$ cat config.mk
export PLATFORM = sky130hd
export DESIGN_NAME = regfile_wb_sched_flat
export DESIGN_NICKNAME = d
export VERILOG_FILES = /design/src/rtl/regfile_wb_sched_if.sv /design/src/rtl/regfile_wb_sched.sv /design/src/flat_wrapper.sv
export SDC_FILE = /design/constraint.sdc
export NUM_CORES = 1
export LEC_CHECK = 0
export CORE_MARGIN = 8
export CORE_UTILIZATION = 42
export DETAILED_ROUTE_END_ITERATION = 16
export MAX_ROUTING_LAYER = met4
export PLACE_DENSITY_LB_ADDON = 0.1
export SYNTH_ARGS = -nofsm -noshare
export SYNTH_HDL_FRONTEND = slang
export SYNTH_SLANG_ARGS = --single-unit
$ cat constraint.sdc
create_clock -name clk -period 2.9 [get_ports clk]
set_input_delay 0.435 -clock clk [delete_from_list [all_inputs] [get_ports clk]]
set_output_delay 0.435 -clock clk [all_outputs]
set_load 0.03 [all_outputs]
$ cat src/rtl/regfile_wb_sched_if.sv
// Write-back bus between issue stage, result producers and the register file write port.
interface regfile_wb_sched_if #(
    parameter int DATA_W = 32,
    parameter int ADDR_W = 5
);
    // Handshake: a producer raises valid with stable addr/data and holds all three
    // until it sees ready high in the same cycle; valid && ready is the transfer.
    logic              iss_valid;
    logic [ADDR_W-1:0] iss_addr;
    logic              iss_ready;
    logic [ADDR_W-1:0] rs_addr;
    logic [ADDR_W-1:0] rt_addr;
    logic              rs_busy;
    logic              rt_busy;

    logic              alu_valid;
    logic [ADDR_W-1:0] alu_addr;
    logic [DATA_W-1:0] alu_data;
    logic              alu_ready;
    logic              mem_valid;
    logic [ADDR_W-1:0] mem_addr;
    logic [DATA_W-1:0] mem_data;
    logic              mem_ready;
    logic              md_valid;
    logic [ADDR_W-1:0] md_addr;
    logic [DATA_W-1:0] md_data;
    logic              md_ready;

    logic              rf_wen;
    logic [ADDR_W-1:0] rf_waddr;
    logic [DATA_W-1:0] rf_wdata;

    modport master (
        output iss_valid, iss_addr, rs_addr, rt_addr,
        output alu_valid, alu_addr, alu_data,
        output mem_valid, mem_addr, mem_data,
        output md_valid, md_addr, md_data,
        input  iss_ready, rs_busy, rt_busy,
        input  alu_ready, mem_ready, md_ready,
        input  rf_wen, rf_waddr, rf_wdata
    );

    modport slave (
        input  iss_valid, iss_addr, rs_addr, rt_addr,
        input  alu_valid, alu_addr, alu_data,
        input  mem_valid, mem_addr, mem_data,
        input  md_valid, md_addr, md_data,
        output iss_ready, rs_busy, rt_busy,
        output alu_ready, mem_ready, md_ready,
        output rf_wen, rf_waddr, rf_wdata
    );
endinterface

$ cat src/rtl/regfile_wb_sched.sv
// Round-robin write-back arbiter for the register file write port, plus the
// pending-write scoreboard the issue stage uses for RAW/WAW stalls.
module regfile_wb_sched #(
    parameter int DATA_W = 32,
    parameter int ADDR_W = 5
) (
    input logic               clk,
    input logic               reset,
    regfile_wb_sched_if.slave bus
);
    localparam int         NREG    = 1 << ADDR_W;
    localparam logic [1:0] IDX_ALU = 2'd0;
    localparam logic [1:0] IDX_MEM = 2'd1;
    localparam logic [1:0] IDX_MD  = 2'd2;

    logic [NREG-1:0]   sb;
    logic [NREG-1:0]   sb_next;
    logic [1:0]        last;
    logic [2:0]        req;
    logic [2:0]        cand_sum;
    logic              gnt_any;
    logic [1:0]        gnt_idx;
    logic [ADDR_W-1:0] gnt_addr;
    logic [DATA_W-1:0] gnt_data;
    logic              wen_q;
    logic [ADDR_W-1:0] waddr_q;
    logic [DATA_W-1:0] wdata_q;
    logic              iss_fire;

    assign req = {bus.md_valid, bus.mem_valid, bus.alu_valid};

    // sb[0] is held at zero, so indexing directly gives busy(0) = 0.
    assign bus.rs_busy   = sb[bus.rs_addr];
    assign bus.rt_busy   = sb[bus.rt_addr];
    assign bus.iss_ready = !reset && !sb[bus.iss_addr];
    assign iss_fire      = bus.iss_valid && bus.iss_ready && (bus.iss_addr != '0);

    // Search last+1, last+2, last (mod 3); first valid requester wins.
    always_comb begin
        gnt_any  = 1'b0;
        gnt_idx  = last;
        cand_sum = '0;
        for (int k = 1; k <= 3; k++) begin
            cand_sum = {1'b0, last} + 3'(k);
            if (cand_sum >= 3'd3) cand_sum = cand_sum - 3'd3;
            if (!gnt_any && req[cand_sum[1:0]]) begin
                gnt_any = 1'b1;
                gnt_idx = cand_sum[1:0];
            end
        end
        if (reset) gnt_any = 1'b0;
    end

    always_comb begin
        gnt_addr = bus.alu_addr;
        gnt_data = bus.alu_data;
        case (gnt_idx)
            IDX_MEM: begin
                gnt_addr = bus.mem_addr;
                gnt_data = bus.mem_data;
            end
            IDX_MD: begin
                gnt_addr = bus.md_addr;
                gnt_data = bus.md_data;
            end
            default: ;
        endcase
    end

    assign bus.alu_ready = gnt_any && (gnt_idx == IDX_ALU);
    assign bus.mem_ready = gnt_any && (gnt_idx == IDX_MEM);
    assign bus.md_ready  = gnt_any && (gnt_idx == IDX_MD);

    // Gating with reset keeps a write registered just before reset from committing.
    assign bus.rf_wen   = wen_q && !reset;
    assign bus.rf_waddr = waddr_q;
    assign bus.rf_wdata = wdata_q;

    always_comb begin
        sb_next = sb;
        if (bus.rf_wen) sb_next[waddr_q] = 1'b0;
        if (iss_fire) sb_next[bus.iss_addr] = 1'b1;
        sb_next[0] = 1'b0;
    end

    always_ff @(posedge clk) begin
        if (reset) begin
            sb      <= '0;
            last    <= IDX_MD;
            wen_q   <= 1'b0;
            waddr_q <= '0;
            wdata_q <= '0;
        end else begin
            sb <= sb_next;
            if (gnt_any) begin
                last    <= gnt_idx;
                wen_q   <= (gnt_addr != '0);
                waddr_q <= gnt_addr;
                wdata_q <= gnt_data;
            end else begin
                wen_q <= 1'b0;
            end
        end
    end
endmodule

$ cat src/flat_wrapper.sv
// flat-port wrapper written by rule: the top's interface ports become plain ports
module regfile_wb_sched_flat 
#(
    parameter int DATA_W = 32,
    parameter int ADDR_W = 5
)
  (clk, reset, bus_iss_valid, bus_iss_addr, bus_rs_addr, bus_rt_addr, bus_alu_valid, bus_alu_addr, bus_alu_data, bus_mem_valid, bus_mem_addr, bus_mem_data, bus_md_valid, bus_md_addr, bus_md_data, bus_iss_ready, bus_rs_busy, bus_rt_busy, bus_alu_ready, bus_mem_ready, bus_md_ready, bus_rf_wen, bus_rf_waddr, bus_rf_wdata);
  regfile_wb_sched_if #(.DATA_W(DATA_W), .ADDR_W(ADDR_W)) bus_i ();
  input logic clk;
  input logic reset;
  input wire logic [$bits(bus_i.iss_valid)-1:0] bus_iss_valid;
  input wire logic [$bits(bus_i.iss_addr)-1:0] bus_iss_addr;
  input wire logic [$bits(bus_i.rs_addr)-1:0] bus_rs_addr;
  input wire logic [$bits(bus_i.rt_addr)-1:0] bus_rt_addr;
  input wire logic [$bits(bus_i.alu_valid)-1:0] bus_alu_valid;
  input wire logic [$bits(bus_i.alu_addr)-1:0] bus_alu_addr;
  input wire logic [$bits(bus_i.alu_data)-1:0] bus_alu_data;
  input wire logic [$bits(bus_i.mem_valid)-1:0] bus_mem_valid;
  input wire logic [$bits(bus_i.mem_addr)-1:0] bus_mem_addr;
  input wire logic [$bits(bus_i.mem_data)-1:0] bus_mem_data;
  input wire logic [$bits(bus_i.md_valid)-1:0] bus_md_valid;
  input wire logic [$bits(bus_i.md_addr)-1:0] bus_md_addr;
  input wire logic [$bits(bus_i.md_data)-1:0] bus_md_data;
  output wire logic [$bits(bus_i.iss_ready)-1:0] bus_iss_ready;
  output wire logic [$bits(bus_i.rs_busy)-1:0] bus_rs_busy;
  output wire logic [$bits(bus_i.rt_busy)-1:0] bus_rt_busy;
  output wire logic [$bits(bus_i.alu_ready)-1:0] bus_alu_ready;
  output wire logic [$bits(bus_i.mem_ready)-1:0] bus_mem_ready;
  output wire logic [$bits(bus_i.md_ready)-1:0] bus_md_ready;
  output wire logic [$bits(bus_i.rf_wen)-1:0] bus_rf_wen;
  output wire logic [$bits(bus_i.rf_waddr)-1:0] bus_rf_waddr;
  output wire logic [$bits(bus_i.rf_wdata)-1:0] bus_rf_wdata;
  assign bus_i.iss_valid = bus_iss_valid;
  assign bus_i.iss_addr = bus_iss_addr;
  assign bus_i.rs_addr = bus_rs_addr;
  assign bus_i.rt_addr = bus_rt_addr;
  assign bus_i.alu_valid = bus_alu_valid;
  assign bus_i.alu_addr = bus_alu_addr;
  assign bus_i.alu_data = bus_alu_data;
  assign bus_i.mem_valid = bus_mem_valid;
  assign bus_i.mem_addr = bus_mem_addr;
  assign bus_i.mem_data = bus_mem_data;
  assign bus_i.md_valid = bus_md_valid;
  assign bus_i.md_addr = bus_md_addr;
  assign bus_i.md_data = bus_md_data;
  assign bus_iss_ready = bus_i.iss_ready;
  assign bus_rs_busy = bus_i.rs_busy;
  assign bus_rt_busy = bus_i.rt_busy;
  assign bus_alu_ready = bus_i.alu_ready;
  assign bus_mem_ready = bus_i.mem_ready;
  assign bus_md_ready = bus_i.md_ready;
  assign bus_rf_wen = bus_i.rf_wen;
  assign bus_rf_waddr = bus_i.rf_waddr;
  assign bus_rf_wdata = bus_i.rf_wdata;
  regfile_wb_sched #(.DATA_W(DATA_W), .ADDR_W(ADDR_W)) u_core (.clk(clk), .reset(reset), .bus(bus_i));
endmodule
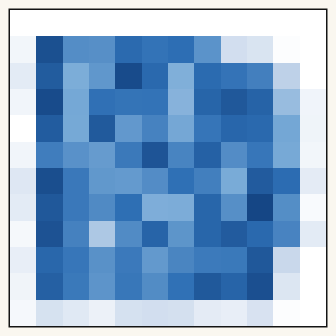
run_1/density.png
12 x 12 tiles, from white (low) to dark blue (high), 0 to 100% covered.
emptiest ninth of the die = top right
tiles over 75% full = 24%
fullest tile = 91%
densest ninth of the die = middle

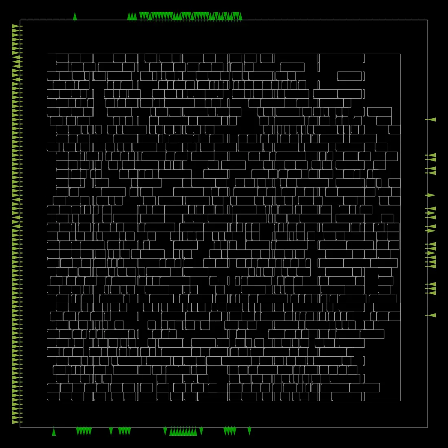
run_1/final_placement.png
FFs & Latches: 71
Post-Layout Cell Count: 926

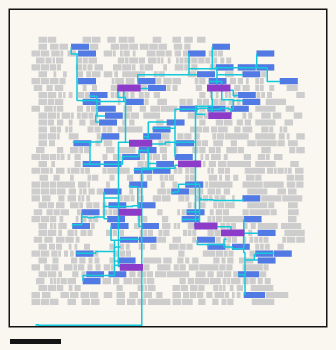
run_1/clock_map.png
Bar = 20 µm.
purple -> cells driving clock nets  # count 9
cyan -> clock wires  # length 988 µm
blue -> flip-flops  # count 71
routed clock nets = 10

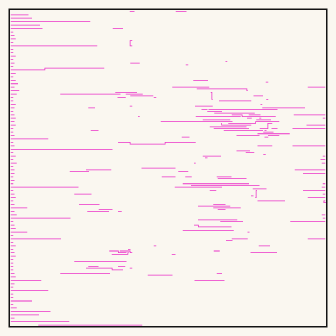
run_1/met3.png
wire length on this layer = 1460 µm
nets with wire on the layer = 185
main direction = horizontal
share of all routed wire = 7.1%

==> design notes, run 1 <==
The tools report the critical path data arrival time as 2.44 ns. The run gives 0 as the number of endpoints with negative hold slack in the final report. For met3 alone, demand over resource in global routing was 4.809%. The average instance in the mapped netlist occupies 8.315 µm².

The run finished with clean final reports. The run gives 917 for the final layout net count. Clock latency on the worst-skew pair, taken at its later pin, is 0.34 ns. In this run switching power makes up 47.11% of total power.

The die covers 15530 µm². The largest net degree at the start of global routing is 39, and the power share of the combinational group is 73.5%. Per report_power, the top consumer among the power groups is combinational logic. Looking at the critical path, the highest net fanout was 3. The depth of the worst hold-timing path came out at 2. The area recorded from the Yosys report for this design is 4956 µm². The combinational power reported by the tool is 6.60 mW. The sequential share of power is 15.6%, and the switching power of the nets is 4.231 mW. Wire length on met1: 8.595 mm. The logs give 0 for the number of violations of the max-capacitance limit and 4.750 mW for the design internal power.

The run gives 29 for the post-cts gate resize count. Counting every sink on the clock net gives 71. The critical path is of the flop to primary output type. The standard-cell row count was 39. Counting instances in the post-synthesis netlist gives the leading cell types as a21oi_1, dfxtp_1, nor2_1. The logs give 14.76 mm for the half-perimeter wire length after detailed placement and 0.005096 ns for the worst clock skew on the final layout.

Post-cts hold buffer count: 0. Most common cell in the synthesized netlist: a21oi_1. The worst setup path is launched from a flop.

The warning total across the stage logs was 34; the first-pass GRT wire length was 31.13 mm. The initial antenna violation count is 0. STA shows the worst reg2reg path with a cell count of 14. For the leakage component of the power, the log shows 2.745 nW. Summed over all sequential cells, the power is 1.40 mW. Hold analysis lists the worst path endpoint as u_core.bus.rf_wdata[27]. The top cell type in the final layout, fill and taps aside, is clkdlybuf4s50_1.

Per Yosys stat, the portion of area used by sequential elements is 28.68%. The CTS report gives the tree buffer count as 9. OpenSTA lists the critical path startpoint as u_core.last[1]. Relative to the synthesized area, the layout overhead comes to 53.35%.

The area fraction of the dominant cell type after synthesis is 28.68%, and the vias per cell is 6.230. In the synthesized netlist the dominant register cell turns out to be dfxtp_1. In this run, synthesis inferred 0 flip-flops with an integrated enable.

Per the detail_route report, the via count comes to 5769. The worst-case IR drop observed on VDD is 875.8 µV. The aggregate global routing overflow is 0. Per the GRT log, the top usage layer is met2. The final critical path takes up 99.18% of the cycle. The run gives 18.65% for the share of layout cells above drive strength 1.

Per the synthesis report, the dominant area consumer among library cells is dfxtp_1. Checking hold timing, the worst path is listed with class flop to flop. The routed design uses 1.460 mm of met3 wire.

The worst path in the final design needs a cycle of 2.876 ns, including I/O delays and setup. The master cell of the clock root buffer was clkbuf_16. Summed over the clock group, the power is 0.982 mW.
## run 1: cell families after synthesis
| group | synth area share, % |
|---|---|
| AOI/OAI and AO/OA | 29.26 |
| xor gates and xnor gates | 0.1768 |
| adders and majority gates | 1.515 |
| buffers and inverters | 7.271 |
| DFF | 28.68 |
| muxes | 11.89 |
| and+or+nand+nor | 21.21 |
## run 1: area by class of cell
class / count / area (µm²)
flip-flops and latches: 71 / 1429
inverters: 7 / 31.28
fillers: 945 / 3867
repair buffers: 238 / 2342
well taps: 143 / 178.9
multi-input cells: 452 / 3362
clock buffers: 11 / 232.7
clock inverters: 4 / 23.77
## run 1: stage by stage
stage | TNS (ns) | setup WS [ns] | total power [mW]
after floorplan | -0.04638 | -0.04638 | 5.129
after global placement | -2.654 | -0.4393 | 7.150
after detailed placement | -4.520 | -0.4593 | 7.215
after CTS | -0.04763 | -0.04763 | 8.430
after global routing | -0.03770 | -0.03542 | 9.562
final | 0 | 0.02373 | 8.982
## run 1: critical path: stages, from the launching register on
cell	delay, ns
dfxtp_4	0.37
inv_4	0.05
ha_4	0.26
mux2i_4	0.19
o211ai_1	0.24
a31oi_2	0.14
or2_4	0.27
buf_6	0.13
ha_4	0.14
nor3b_2	0.14
buf_4	0.18
## run 1: registers in the layout, summed over array words and instances, names as in the netlist
name	flops
u_core.bus.rf_waddr	5
u_core.last	2
u_core.sb	31
u_core.wen_q	1
u_core.bus.rf_wdata	32
## run 1: worst max-delay path by stage
stage | cells past startpoint | endpoint
CTS | 11 | bus_md_ready
finish | 10 | bus_alu_ready
detailed placement | 5 | bus_rs_busy
floorplan | 12 | bus_mem_ready
global placement | 5 | bus_rs_busy
global route | 10 | bus_alu_ready
run_1/pins.png
Pins as bars across the die edge, other pins in grey.
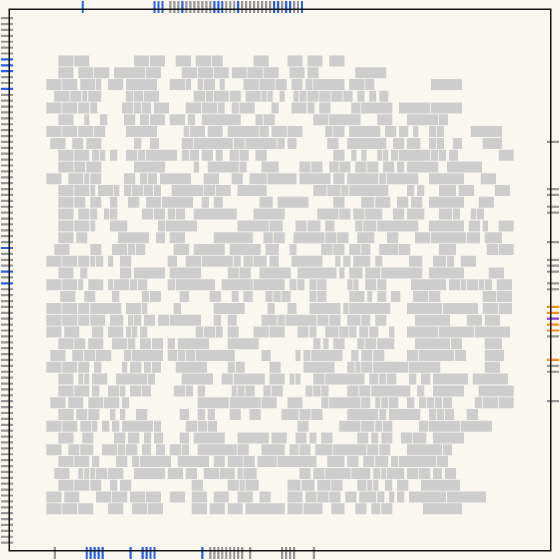

==> inputs of run 2 (changes only) <==
ABC_AREA = 1   (was default)
CORE_UTILIZATION = 40   (was 42)
CTS_BUF_LIST = sky130_fd_sc_hd__clkbuf_8 sky130_fd_sc_hd__clkbuf_16   (was default)
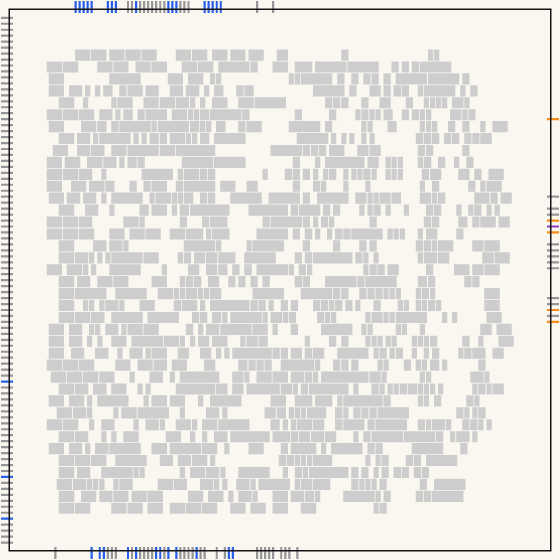
run_2/pins.png
Pins as bars across the die edge, other pins in grey.
orange -> bus_rs_addr  # pins 5, direction input, edge right
blue -> bus_rf_wdata  # pins 32, direction output, edge 17 top, 12 bottom, 3 left
purple -> bus_rs_busy  # pins 1, direction output, edge right
all pins by edge = 89 left, 39 bottom, 31 top, 17 right

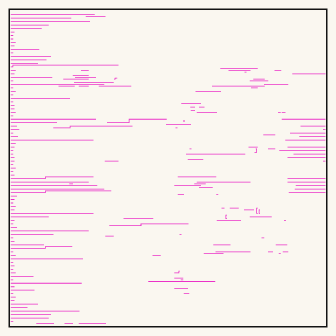
run_2/met3.png
main direction = horizontal
wire length on this layer = 1590 µm
share of all routed wire = 8.4%
longest straight run = 40.9 µm
nets with wire on the layer = 160

==> design notes, run 2 <==
The number of violations of the max-capacitance limit is 0 (unchanged), and the time the final worst path needs with I/O delays and setup is 2.844 ns (was 2.876 ns). The tools report the clock sink total as 71 (unchanged). For the power of the clock network, the log shows 1.14 mW (was 0.982 mW). The global-route track usage on met3 was 7.534% (was 4.809%); the post-synthesis compound-gate area fraction was 30.75% (was 29.26%). The accumulated negative setup slack is 0 ns (unchanged), and the longest individual stage delay on the worst path is 0.33 ns (was 0.37 ns).

The tools report the worst hold endpoint as u_core.bus.rf_wdata[19] (was u_core.bus.rf_wdata[27]). Cells along the critical path: inv_2 -> ha_4 -> nand2_4 -> nor2_4 -> inv_1 -> o211ai_1 -> buf_4 -> nor2_4 -> a21oi_2 -> nand3_2 -> nand2_4 -> ha_4 -> inv_1 -> nor2_4 -> buf_6 (was inv_4 -> ha_4 -> mux2i_4 -> o211ai_1 -> a31oi_2 -> or2_4 -> buf_6 -> ha_4 -> nor3b_2 -> buf_4). The run gives 73.6% (was 73.5%) for the power share of the combinational group. The worst clock skew on the final layout came out at 0.004353 ns (was 0.005096 ns). The main combinational cell family by area after synthesis was AND-OR/OR-AND gates (unchanged). The fraction of synthesized cell area in xor and xnor cells came out at 0% (was 0.1767%). The tools report the critical path data arrival time as 2.41 ns (was 2.44 ns). The leading power group is combinational logic (unchanged).

Most frequently placed logic cell in the final layout: clkdlybuf4s50_1 (unchanged). The mux share of post-synthesis cell area is 0% (was 11.89%). The first-pass GRT wire length is 29.62 mm (was 31.13 mm), and the total number of vias is 5725 (was 5769).

The sequential share of power is 14.5% (was 15.6%). Most common cell in the synthesized netlist: nand2_1 (was a21oi_1). The insertion delay of the later-clocked pin in the worst-skew pair came out at 0.33 ns (was 0.34 ns). The run finished with clean final reports.

The number of filler cells placed in the layout was 1078 (was 945); the post-synthesis simple-gate area fraction was 27.62% (was 21.21%). The cell with the largest stage delay on the worst path is dfxtp_2 (was dfxtp_4). The average footprint of a synthesized cell is 6.451 µm² (was 8.315 µm²). The most utilized layer in the global route result was met2 (unchanged). The run gives 978.0 µV (was 875.8 µV) for the peak ir drop on the vdd network. The cell seen most often among critical-path stages was nor2_4 (was ha_4). With the Yosys chip area at 4593 µm² (was 4956 µm²), the depth of the worst hold-timing path is 2 (unchanged).

The share of layout cells above drive strength 1 came out at 11.32% (was 18.65%). Master cell of the clock root buffer: clkbuf_16 (unchanged). The run gives 1.40 mW (about the same) for the power in sequential cells.
[run 2: cell types whose count changed after synthesis, sizes merged, moves of 30 or more]
cell / previous run / this run
a22o: 3 / 33
nand2: 13 / 162
inv: 7 / 54
nand4: 39 / 0
nand3: 8 / 59
a22oi: 37 / 0
a21oi: 87 / 55
o31ai: 42 / 0
o21ai: 39 / 93
[run 2: cells by family after synthesis]
kind of cell	Yosys count
flip-flops	71
AND-OR/OR-AND	231
buffers and inverters	98
adder cells (fa/ha/maj)	6
AND/OR/NAND/NOR	306
[run 2: area by class of cell]
cell class | instances | area [µm²] | share of cell area, %
multi-input cells | 543 | 2874 | 40.63
clock buffers | 12 | 266.5 | 3.767
clock inverters | 4 | 43.79 | 0.6190
repair buffers | 216 | 2072 | 29.29
flip-flops and latches | 71 | 1424 | 20.13
well taps | 143 | 178.9 | 2.529
inverters | 55 | 215.2 | 3.042
[run 2: how the worst max path moves through the flow]
stage / startpoint / end / slack, ns
3_5_place_dp: bus_md_valid / u_core.wen_q / -0.19
5_1_grt: u_core.last[0] / u_core.wen_q / -0.17
3_3_place_gp: bus_md_valid / u_core.wen_q / -0.05
4_1_cts: u_core.last[1] / bus_mem_ready / -0.03
2_1_floorplan: u_core.last[0] / bus_mem_ready / -0.03
6_report: u_core.last[0] / bus_mem_ready / 0.06
[run 2: timing repair]
action	4_1_cts	5_1_grt
pin swaps	3	10
resized	9	23
setup endpoints to repair	4	33
hold buffers	0	0
buffers inserted	0	6
[run 2: critical path: cells and delay by family (launching register included)]
kind                       cells  cell delay [ns]
and+or+nand+nor                6             0.56
adders and majority gates      2             0.47
buffers and inverters          5             0.49
AOI/OAI and AO/OA              2             0.23
DFF                            1             0.33
run_2/clock_map.png
Bar = 20 µm.
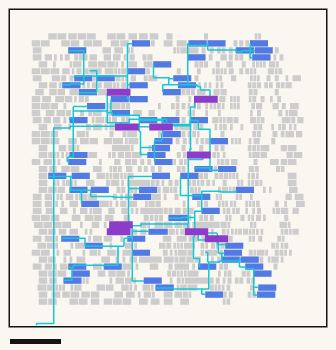

==> inputs of run 3 (changes only) <==
CELL_PAD_IN_SITES_DETAIL_PLACEMENT = 0   (was default)
CELL_PAD_IN_SITES_GLOBAL_PLACEMENT = 1   (was default)
CORE_UTILIZATION = 27   (was 40)
REMOVE_ABC_BUFFERS = 1   (was default)
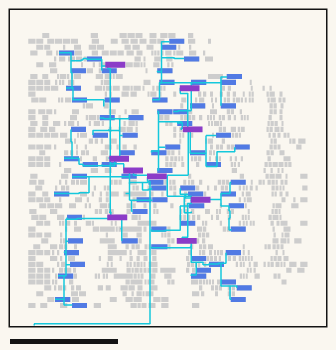
run_3/clock_map.png
Bar = 50 µm.
purple -> cells driving clock nets  # count 9
cyan -> clock wires  # length 1120 µm
blue -> flip-flops  # count 71
routed clock nets = 10

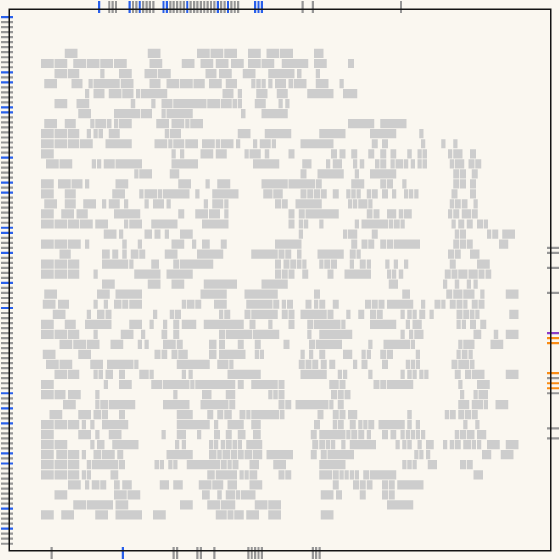
run_3/pins.png
Pins as bars across the die edge, other pins in grey.
blue -> bus_rf_wdata  # pins 32, direction output, edge 20 left, 11 top, 1 bottom
orange -> bus_rs_addr  # pins 5, direction input, edge right
purple -> bus_rs_busy  # pins 1, direction output, edge right

==> design notes, run 3 <==
The flow ran to the end, and the final reports show no timing, DRC or antenna violations. The vias per cell was 5.019 (was 5.484). Longest individual stage delay on the worst path: 0.35 ns (was 0.33 ns).

Half-perimeter wire length after detailed placement: 15.69 mm (was 15.02 mm). The layout overhead on the synthesized area came out at 54.70% (was 54.02%). The accumulated negative setup slack is 0 ns (unchanged).

The area fraction of the dominant cell type after synthesis was 30.95% (unchanged). Initial antenna violation count: 0 (unchanged). The total number of vias came out at 5586 (was 5725).

The power consumption was 9.342 mW (was 9.611 mW). Count of library flops with an enable pin: 0 (unchanged). The warning total across the stage logs works out to 31 (was 33).

The commonest register cell after synthesis is dfxtp_1 (unchanged). The insertion delay of the later-clocked pin in the worst-skew pair is 0.34 ns (was 0.33 ns), and the aggregate global routing overflow is 0 (unchanged). Chip footprint: 21440 µm² (was 15170 µm²). Launching element type of the critical path: a flop (unchanged).

The cell type with the highest aggregate area in the netlist is dfxtp_1 (unchanged). The number of violations of the max-capacitance limit is 0 (unchanged), and the largest net degree at the start of global routing is 54 (was 51). The critical path class was flop to primary output (unchanged). The run gives 10.19% (was 11.32%) for the share of layout cells above drive strength 1. The logs give 47 (was 39) for the standard-cell row count and 9 (unchanged) for the number of buffers created by CTS.

The worst clock skew on the final layout was 0.005488 ns (was 0.004353 ns). The final cell count without fillers came out at 1113 (was 1044). Master cell of the clock root buffer: clkbuf_16 (unchanged). The flip-flop count of the largest register after layout came out at 32 (unchanged).

The time the final worst path needs with I/O delays and setup came out at 2.849 ns (was 2.844 ns). The run gives -0.1099 ns (was -0.1872 ns) for the setup slack after placement. Final layout net count: 1026 (was 1034). Most common cell in the synthesized netlist: nand2_1 (unchanged). Cells along the critical path: inv_4 -> ha_4 -> nand2_2 -> and2_4 -> o21ai_4 -> nor2_2 -> a21oi_1 -> nand3_1 -> nand2_2 -> ha_4 -> inv_1 -> nor2_1 -> buf_4 (was inv_2 -> ha_4 -> nand2_4 -> nor2_4 -> inv_1 -> o211ai_1 -> buf_4 -> nor2_4 -> a21oi_2 -> nand3_2 -> nand2_4 -> ha_4 -> inv_1 -> nor2_4 -> buf_6). The most frequently placed logic cell in the final layout is clkdlybuf4s50_1 (unchanged). The run gives 0 (unchanged) as the number of endpoints with negative hold slack in the final report. With the Yosys chip area at 4593 µm² (unchanged), the final worst-path cycle share is 98.26% (was 98.08%). The average footprint of a synthesized cell was 6.451 µm² (unchanged). The run gives 1216 µV (was 978.0 µV) for the peak ir drop on the vdd network. The maximum net fanout on the critical path is 5 (unchanged).

The worst hold path class was flop to flop (unchanged). The run gives 2.41 ns (about the same) as the critical path data arrival time. The tools report the leakage component of the power as 2.762 nW (was 2.802 nW). The number of buffer and inverter instances along the worst setup path is 3 (was 5), and the first-pass GRT wire length is 30.69 mm (was 29.62 mm).
run 3: cell counts after synthesis:
Identical to the previous run, type by type.
run 3: cells by family (layout without fill, tap and decap cells):
kind of cell | after synthesis | count (layout) | share of synthesized area [%]
AND-OR/OR-AND | 231 | 231 | 30.75
adder cells (fa/ha/maj) | 6 | 6 | 1.634
flip-flops | 71 | 71 | 30.95
buffers and inverters | 98 | 279 | 9.044
AND/OR/NAND/NOR | 306 | 306 | 27.62
run 3: layout make-up:
type,instances,area (µm²),share of cell area (%)
clock inverter,7,87.58,1.233
timing repair buffer,208,2046,28.79
clock buffer,9,225.2,3.170
inverter,55,217.7,3.064
multi-input combinational,543,2830,39.83
tap,220,275.3,3.874
sequential,71,1424,20.04
run 3: worst paths after layout:
check | startpoint | end | slack, ns | depth (start not counted)
setup / recovery | u_core.last[0] | bus_mem_ready | 0.05 | 13
hold reg to reg | u_core.bus.rf_wdata[3] | u_core.bus.rf_wdata[3] | 0.49 | 2
hold / removal | u_core.bus.rf_wdata[3] | u_core.bus.rf_wdata[3] | 0.49 | 2
setup reg to reg | u_core.last[0] | u_core.wen_q | 0.19 | 15
run 3: what timing repair did:
item,CTS,global route
endpoints found under the setup margin,3,23
hold buffers,0,0
pin swaps,0,12
resized,8,19
buffers inserted,0,5
run 3: per-layer routing:
layer | GRT usage (%) | routed length (µm) | up-vias | part of all wire (%)
met5 | - | 0 | - | 0
li1 | - | - | 2815 | -
met4 | 6.749 | 426 | 0 | 2.2
met2 | 29.98 | 9368 | 213 | 47
met1 | 20.46 | 8274 | 2530 | 42
met3 | 6.489 | 1736 | 28 | 8.8
run 3: power breakdown:
group | internal (mW) | switching (mW)
clock network | 0.747 | 0.434
registers | 1.25 | 0.149
logic | 2.70 | 4.06
Power and IR drop assume default switching activity.
